**src/rtl/mem_transfer_datapath_if.sv**
```systemverilog
// Strobe/data bundle between the memory-transfer controller and its datapath.
// The controller side uses the master modport; the datapath uses slave.
interface mem_transfer_datapath_if #(
  parameter int DATA_W = 8
);
  logic              incA;
  logic              incB;
  logic              weA;
  logic              weB;
  logic [DATA_W-1:0] data_in;
  logic [1:0]        rd_sel;
  logic [DATA_W-1:0] b_data;
  logic [2:0]        addrA;
  logic [1:0]        addrB;
  logic              done;
  logic              ovf;

  modport master (
    output incA, incB, weA, weB, data_in, rd_sel,
    input  b_data, addrA, addrB, done, ovf
  );

  modport slave (
    input  incA, incB, weA, weB, data_in, rd_sel,
    output b_data, addrA, addrB, done, ovf
  );
endinterface

```
**src/rtl/mem_transfer_datapath.sv**
```systemverilog
// Two address counters, 8-word source memory A, 4-word destination memory B and
// the pairwise combine unit (difference if first word larger, otherwise sum).
module mem_transfer_datapath #(
  parameter int DATA_W = 8
) (
  input logic                    clock,
  input logic                    reset,
  mem_transfer_datapath_if.slave bus
);

  localparam logic [2:0] WCNT_MAX = 3'd4;

  logic [2:0]        r_addrA;
  logic [1:0]        r_addrB;
  logic [DATA_W-1:0] r_held;
  logic [DATA_W-1:0] r_memA [8];
  logic [DATA_W-1:0] r_memB [4];
  logic [2:0]        r_wcnt;
  logic              r_ovf;

  logic [DATA_W-1:0] w_curA;
  logic [DATA_W:0]   w_comb;
  logic [DATA_W-1:0] w_res;
  logic              w_carry;

  // Top bit is the carry out; it can only be set by the sum branch.
  function automatic logic [DATA_W:0] combine(input logic [DATA_W-1:0] h,
                                              input logic [DATA_W-1:0] c);
    if (h > c) return {1'b0, h - c};
    else       return {1'b0, h} + {1'b0, c};
  endfunction

  function automatic logic [2:0] sat_inc(input logic [2:0] cnt);
    if (cnt >= WCNT_MAX) return WCNT_MAX;
    else                 return cnt + 3'd1;
  endfunction

  assign w_curA  = r_memA[r_addrA];
  assign w_comb  = combine(r_held, w_curA);
  assign w_res   = w_comb[DATA_W-1:0];
  assign w_carry = w_comb[DATA_W];

  // Counters, hold register and status
  always_ff @(posedge clock or negedge reset) begin
    if (!reset) begin
      r_addrA <= '0;
      r_addrB <= '0;
      r_held  <= '0;
      r_wcnt  <= '0;
      r_ovf   <= 1'b0;
    end else begin
      if (bus.incA) begin
        r_addrA <= r_addrA + 3'd1;
        r_held  <= w_curA;
      end
      if (bus.incB) r_addrB <= r_addrB + 2'd1;
      if (bus.weB) begin
        r_wcnt <= sat_inc(r_wcnt);
        if (w_carry) r_ovf <= 1'b1;
      end
    end
  end

  // Memory arrays; writes use the pre-increment addresses
  always_ff @(posedge clock or negedge reset) begin
    if (!reset) begin
      for (int i = 0; i < 8; i++) r_memA[i] <= '0;
      for (int i = 0; i < 4; i++) r_memB[i] <= '0;
    end else begin
      if (bus.weA) r_memA[r_addrA] <= bus.data_in;
      if (bus.weB) r_memB[r_addrB] <= w_res;
    end
  end

  assign bus.b_data = r_memB[bus.rd_sel];
  assign bus.addrA  = r_addrA;
  assign bus.addrB  = r_addrB;
  assign bus.done   = (r_wcnt == WCNT_MAX);
  assign bus.ovf    = r_ovf;

endmodule

```
**src/flat_wrapper.sv**
```systemverilog
// flat-port wrapper written by rule: the top's interface ports become plain ports
module mem_transfer_datapath_flat 
#(
  parameter int DATA_W = 8
)
  (clock, reset, bus_incA, bus_incB, bus_weA, bus_weB, bus_data_in, bus_rd_sel, bus_b_data, bus_addrA, bus_addrB, bus_done, bus_ovf);
  mem_transfer_datapath_if #(.DATA_W(DATA_W)) bus_i ();
  input logic clock;
  input logic reset;
  input wire logic [$bits(bus_i.incA)-1:0] bus_incA;
  input wire logic [$bits(bus_i.incB)-1:0] bus_incB;
  input wire logic [$bits(bus_i.weA)-1:0] bus_weA;
  input wire logic [$bits(bus_i.weB)-1:0] bus_weB;
  input wire logic [$bits(bus_i.data_in)-1:0] bus_data_in;
  input wire logic [$bits(bus_i.rd_sel)-1:0] bus_rd_sel;
  output wire logic [$bits(bus_i.b_data)-1:0] bus_b_data;
  output wire logic [$bits(bus_i.addrA)-1:0] bus_addrA;
  output wire logic [$bits(bus_i.addrB)-1:0] bus_addrB;
  output wire logic [$bits(bus_i.done)-1:0] bus_done;
  output wire logic [$bits(bus_i.ovf)-1:0] bus_ovf;
  assign bus_i.incA = bus_incA;
  assign bus_i.incB = bus_incB;
  assign bus_i.weA = bus_weA;
  assign bus_i.weB = bus_weB;
  assign bus_i.data_in = bus_data_in;
  assign bus_i.rd_sel = bus_rd_sel;
  assign bus_b_data = bus_i.b_data;
  assign bus_addrA = bus_i.addrA;
  assign bus_addrB = bus_i.addrB;
  assign bus_done = bus_i.done;
  assign bus_ovf = bus_i.ovf;
  mem_transfer_datapath #(.DATA_W(DATA_W)) u_core (.clock(clock), .reset(reset), .bus(bus_i));
endmodule
```
**config.mk**
```make
export PLATFORM = sky130hd
export DESIGN_NAME = mem_transfer_datapath_flat
export DESIGN_NICKNAME = d
export VERILOG_FILES = /design/src/rtl/mem_transfer_datapath_if.sv /design/src/rtl/mem_transfer_datapath.sv /design/src/flat_wrapper.sv
export SDC_FILE = /design/constraint.sdc
export NUM_CORES = 1
export LEC_CHECK = 0
export CAP_MARGIN = 30
export CORE_MARGIN = 2
export CORE_UTILIZATION = 60
export CTS_CLUSTER_SIZE = 20
export DETAILED_ROUTE_END_ITERATION = 8
export PLACE_DENSITY = 0.8
export REMOVE_ABC_BUFFERS = 1
export SYNTH_ARGS = -nofsm -noshare
export SYNTH_HDL_FRONTEND = slang
export SYNTH_SLANG_ARGS = --single-unit
```
**constraint.sdc**
```tcl
create_clock -name clock -period 3.55 [get_ports clock]
set_input_delay 0.5325 -clock clock [delete_from_list [all_inputs] [get_ports clock]]
set_output_delay 0.5325 -clock clock [all_outputs]
set_load 0.05 [all_outputs]
```
**Run 1: signal wires on met1**

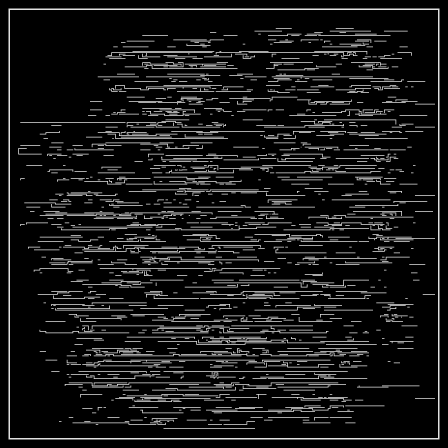
- nets with wire on the layer: 536
- longest straight run: 43.7 um
- share of all routed wire: 43%
- main direction: horizontal
routed via count: 4074
met1 global-route usage: 36.3%
Final Routed Wirelength: 13000 um

**Run 1: M2 wires**

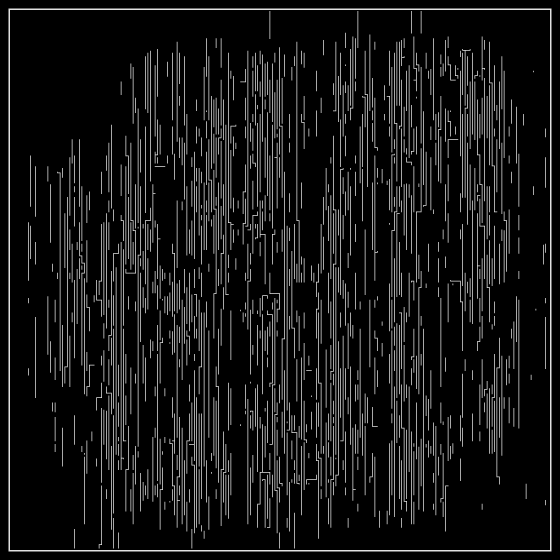
- wire length on this layer: 6590 um
- main direction: vertical

**Run 1: met3 routing**

The bar under the picture is 20 um long. Cells faint in the background.
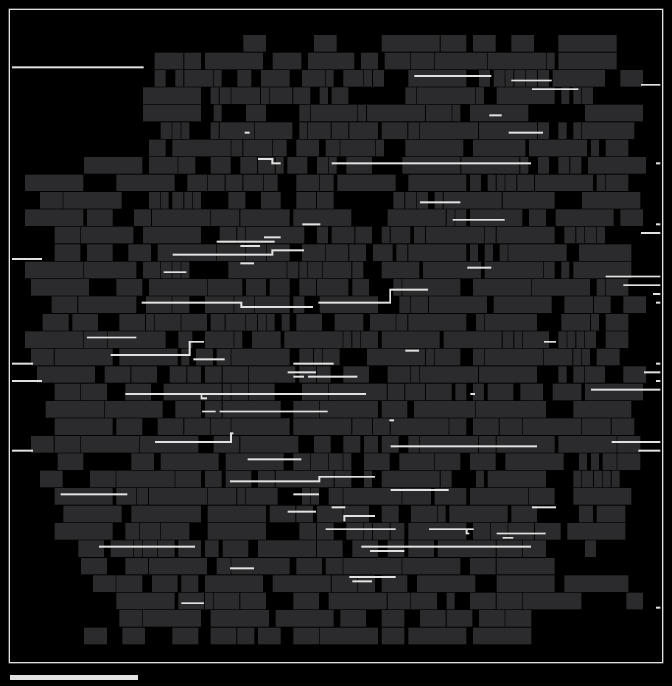
- nets with wire on the layer: 56
- share of all routed wire: 4.3%
- longest straight run: 37.3 um
- main direction: horizontal

==> flow_summary.json, run 1 <==
{
  "outcome": "finished, final reports clean",
  "postRouteAntennaNets": 0,
  "global_route.peak_usage_layer": "met2",
  "preCtsSetupSlack_ns": -0.0499,
  "synth_adder_area_share_pct": 5.71,
  "via_count_of_the_first_global_routing_pass": 4133,
  "fin_util_pct": 76.0,
  "synth.yosys.seq_area_share_pct": 49.3,
  "hpwl_um": 8600,
  "track_usage_pct": 27.0,
  "placedCellCount": 646,
  "worstPathBufferInverterCount": 3,
  "drt_pre_antenna_iters": 5,
  "finalWorstPathRequiredPeriod_ns": 3.45,
  "timing.critical_path.to_type": "register",
  "tightestPinTransition_ns": 0.929,
  "max_stage_delay_ns": 0.45,
  "crit_fanout": 7,
  "clk_pin_slew_worst_paths_ns": 0.06,
  "ctsLongestPathBuffers": 2,
  "regToRegSetupSlack_ns": 0.10,
  "top_cell": "sky130_fd_sc_hd__dfrtp_1",
  "final_layout_top_logic_cell": "sky130_fd_sc_hd__dfrtp_1",
  "io_pins": 31,
  "ctsHoldBuffers": 0,
  "syn_inst": 476,
  "rsz0062_at_grt": "yes",
  "cts.repair_timing.setup_buffer_count": 0,
  "grt_max_degree": 52,
  "yosysWarnings": 0,
  "max-cap-violations": 0,
  "layout_top_cells_excl_fill_tap": "sky130_fd_sc_hd__dfrtp_1 (112), sky130_fd_sc_hd__mux2_2 (84), sky130_fd_sc_hd__nand2_1 (42), sky130_fd_sc_hd__buf_4 (39), sky130_fd_sc_hd__o21ai_0 (31)",
  "yosys_most_used_dff": "sky130_fd_sc_hd__dfrtp_1",
  "sequential_cell_area_mm2": 0.00283,
  "cts-resized-gates": 2,
  "logic_area_mm2": 0.00274,
  "worst_case_hold_slack_ns": 0.00174,
  "grtUsageMet3_pct": 5.80,
  "timing.critical_path.arrival_ns": 3.82,
  "synth_cell_area_mm2": 0.00574,
  "finish.instance_area_mm2": 0.00702,
  "final_cell_count_no_fill": 682,
  "wl_met1_um": 5620,
  "area_share_of_and_or_nand_nor_cells_after_synthesis_pct": 7.81,
  "top_cells_by_area": "sky130_fd_sc_hd__dfrtp_1 (49%), sky130_fd_sc_hd__mux2_2 (16%), sky130_fd_sc_hd__ha_1 (5.0%)",
  "critical_path.top_delay_family": "AND-OR/OR-AND gates",
  "startpoint_type": "register",
  "groute.layer.met2.usage_pct": 44.0,
  "cts.htree.levels": 4,
  "area_growth_pct": 22.4,
  "synthDistinctLibCells": 48,
  "routed-wl-met3_um": 553,
  "core_util_floorplan_pct": 62.1,
  "clkSinkCount": 113,
  "cts_inserted_buffers": 17,
  "worstSetupEndpoint": "u_core.r_memB[30]$_DFFE_PN0P_",
  "die_outline_area_mm2": 0.0104,
  "n_fill_cell": 554,
  "drt_iter0_markers": 290,
  "synth.logic.top_family": "multiplexers",
  "yosys_register_bits": 113,
  "critical_path_required_ns": 3.93,
  "routed_wire_length_per_instance_um": 19.0,
  "worst_reg2reg_startpoint": "u_core.bus.addrA[0]$_DFFE_PN0P_",
  "worstSetupPathType": "register to register",
  "yosys-mux-area-fraction_pct": 22.9,
  "overflow": 0,
  "grt_pass1_wl_um": 21100,
  "met2RoutedLength_um": 6590,
  "horizontal_die_dimension_um": 102,
  "chipHeight_um": 102,
  "setup_ws_ns": 0.104
}
run 1: layout make-up:
cell class	instances	area share, %
Clock inverter	13	1.94
Inverter	21	1.12
Clock buffer	19	6.29
Sequential cell	113	40.3
Tap cell	129	2.30
Multi-Input combinational cell	316	39.0
Timing Repair Buffer	71	9.05
run 1: flip-flops by register name, summed over array words and instances, names as in the netlist:
register,count
u_core.r_wcnt,3
u_core.bus.addrB,2
u_core.r_held,8
u_core.r_memA,64
u_core.bus.addrA,3
u_core.r_memB,32
u_core.bus.ovf,1
--- run 2 (diff from run 1) ---
--- a/config.mk
+++ b/config.mk
@@ -8,6 +8,7 @@
 export CAP_MARGIN = 30
 export CORE_MARGIN = 2
 export CORE_UTILIZATION = 60
+export CTS_BUF_LIST = sky130_fd_sc_hd__clkbuf_16
 export CTS_CLUSTER_SIZE = 20
 export DETAILED_ROUTE_END_ITERATION = 8
 export PLACE_DENSITY = 0.8
**Run 2: metal 4**

The bar under the picture is 20 um long.
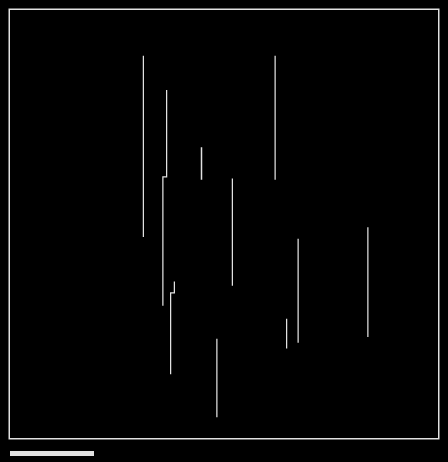
- share of all routed wire: 2.0%
- nets with wire on the layer: 6
- main direction: vertical

**Run 2: signal wires on met1**

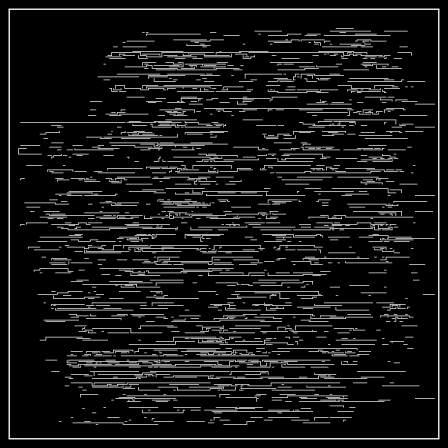
- nets with wire on the layer: 534
- wire length on this layer: 5460 um
- main direction: horizontal

==> run 2 against run 1 <==
  * Worst setup slack better by 0.049 ns
  * Global-route usage is 0.22 points higher
  * Sequential cell count stayed put
  * First-iteration DRC count is 1.0% lower
  * Largest cell class unchanged
  * Final cell count is 0.15% higher
  * Design area is 0.21% higher
  * Maximum frequency is 1.4% higher
  * Via count is 0.17% higher
  * Highest routed layer unchanged
==> flow_summary.json, run 2 <==
{
  "clkSinkCount": 113,
  "logic_area_mm2": 0.00275,
  "horizontal_die_dimension_um": 102,
  "n_fill_cell": 558,
  "drt-total-wl_um": 13100,
  "core_util_floorplan_pct": 62.1,
  "max_stage_delay_ns": 0.45,
  "routed_wire_length_per_instance_um": 19.1,
  "worst_reg2reg_startpoint": "u_core.bus.addrA[0]$_DFFE_PN0P_",
  "warnings": 38,
  "outcome": "finished, final reports clean",
  "area_share_of_and_or_nand_nor_cells_after_synthesis_pct": 7.81,
  "max-cap-violations": 0,
  "timing.critical_path.arrival_ns": 3.66,
  "grtUsageMet1_pct": 36.8,
  "met2RoutedLength_um": 6700,
  "worst_case_hold_slack_ns": 0.124,
  "yosys-mux-area-fraction_pct": 22.9,
  "synth_adder_area_share_pct": 5.71,
  "cts-root-buf": "sky130_fd_sc_hd__clkbuf_16",
  "yosys_most_used_dff": "sky130_fd_sc_hd__dfrtp_1",
  "worstSetupEndpoint": "u_core.r_memB[28]$_DFFE_PN0P_",
  "groute.layer.met2.usage_pct": 44.4,
  "grt_pass1_wl_um": 21200,
  "critical_path.top_delay_family": "AND-OR/OR-AND gates",
  "io_pins": 31,
  "synthDistinctLibCells": 48,
  "top_cell": "sky130_fd_sc_hd__dfrtp_1",
  "rsz0062_at_grt": "yes",
  "placedCellCount": 646,
  "register_bank_with_the_most_flops": "u_core.r_memA",
  "highest-signal-layer": "met4",
  "finalWorstPathRequiredPeriod_ns": 3.40,
  "final_layout_top_logic_cell": "sky130_fd_sc_hd__dfrtp_1",
  "yosys_register_bits": 113,
  "fin_util_pct": 76.2,
  "setup-violations-final": 0,
  "via_count_of_the_first_global_routing_pass": 4100,
  "crit_fanout": 8,
  "maxClockFrequency_mhz": 294,
  "core_area_mm2": 0.00924,
  "drt_pre_antenna_iters": 5,
  "routed_via_count": 4081,
  "drt_iter0_markers": 287,
  "setup_ws_ns": 0.153,
  "chain_of_cells_forming_the_critical_path": "buf_4, buf_4, mux2_2, a21oi_1, o221ai_2, ha_2, inv_1, fa_2, nand3_2, a21oi_1, o31a_2, mux2i_1, xnor2_1, buf_4, o21ai_0",
  "tightestPinTransition_ns": 0.898,
  "postRouteAntennaNets": 0,
  "finish.instance_area_mm2": 0.00704,
  "final_cell_count_no_fill": 683,
  "hpwl_um": 8600,
  "timing.critical_path.to_type": "register",
  "regToRegSetupSlack_ns": 0.15,
  "worstPathBufferInverterCount": 4,
  "yosysWarnings": 0,
  "antenna_found_initial": 0,
  "worstSetupPathType": "register to register",
  "cts.htree.levels": 4,
  "cts_inserted_buffers": 17,
  "clk_pin_slew_worst_paths_ns": 0.05,
  "layout_top_cells_excl_fill_tap": "sky130_fd_sc_hd__dfrtp_1 (112), sky130_fd_sc_hd__mux2_2 (84), sky130_fd_sc_hd__nand2_1 (42), sky130_fd_sc_hd__buf_4 (41), sky130_fd_sc_hd__o21ai_0 (31)",
  "wl_met1_um": 5460,
  "synth.logic.top_family": "multiplexers",
  "grtUsageMet3_pct": 5.18,
  "path_depth": 15,
  "area_growth_pct": 22.7,
  "overflow": 0,
  "hold_path.class": "primary input to async pin",
  "chipHeight_um": 102,
  "routed-wl-met3_um": 647,
  "yosys_area_mm2": 0.00574,
  "grt_max_degree": 52,
  "ctsLongestPathBuffers": 2,
  "critical_path_required_ns": 3.81,
  "track_usage_pct": 27.3,
  "largest_register_ffs": 64,
  "largest_registers": "u_core.r_memA x64, u_core.r_memB x32, u_core.r_held x8",
  "syn_inst": 476,
  "sequential_cell_area_mm2": 0.00283,
  "die_outline_area_mm2": 0.0104,
  "synth_cell_area_mm2": 0.00574,
  "top_cells_by_area": "sky130_fd_sc_hd__dfrtp_1 (49%), sky130_fd_sc_hd__mux2_2 (16%), sky130_fd_sc_hd__ha_1 (5.0%)",
  "portBuffers": 30,
  "global_route.peak_usage_layer": "met2",
  "preCtsSetupSlack_ns": -0.0499,
  "startpoint_type": "register",
  "synth.yosys.seq_area_share_pct": 49.3,
  "ctsHoldBuffers": 0
}
-- run 2: cell counts after synthesis --
No cell type changed its count.
-- run 2: layout make-up --
type                       count  area share [%]
inverter                      21            1.12
multi-input combinational    316            39.1
timing repair buffer          72            9.17
clock inverter                15            2.04
tap                          129            2.29
sequential                   113            40.2
clock buffer                  17            6.05
-- run 2: timing repair --
action / in CTS / in global routing
gates resized: 2 / 20
setup buffers: 0 / 5
pin swaps: 0 / 5
endpoints found under the setup margin: 24 / 29
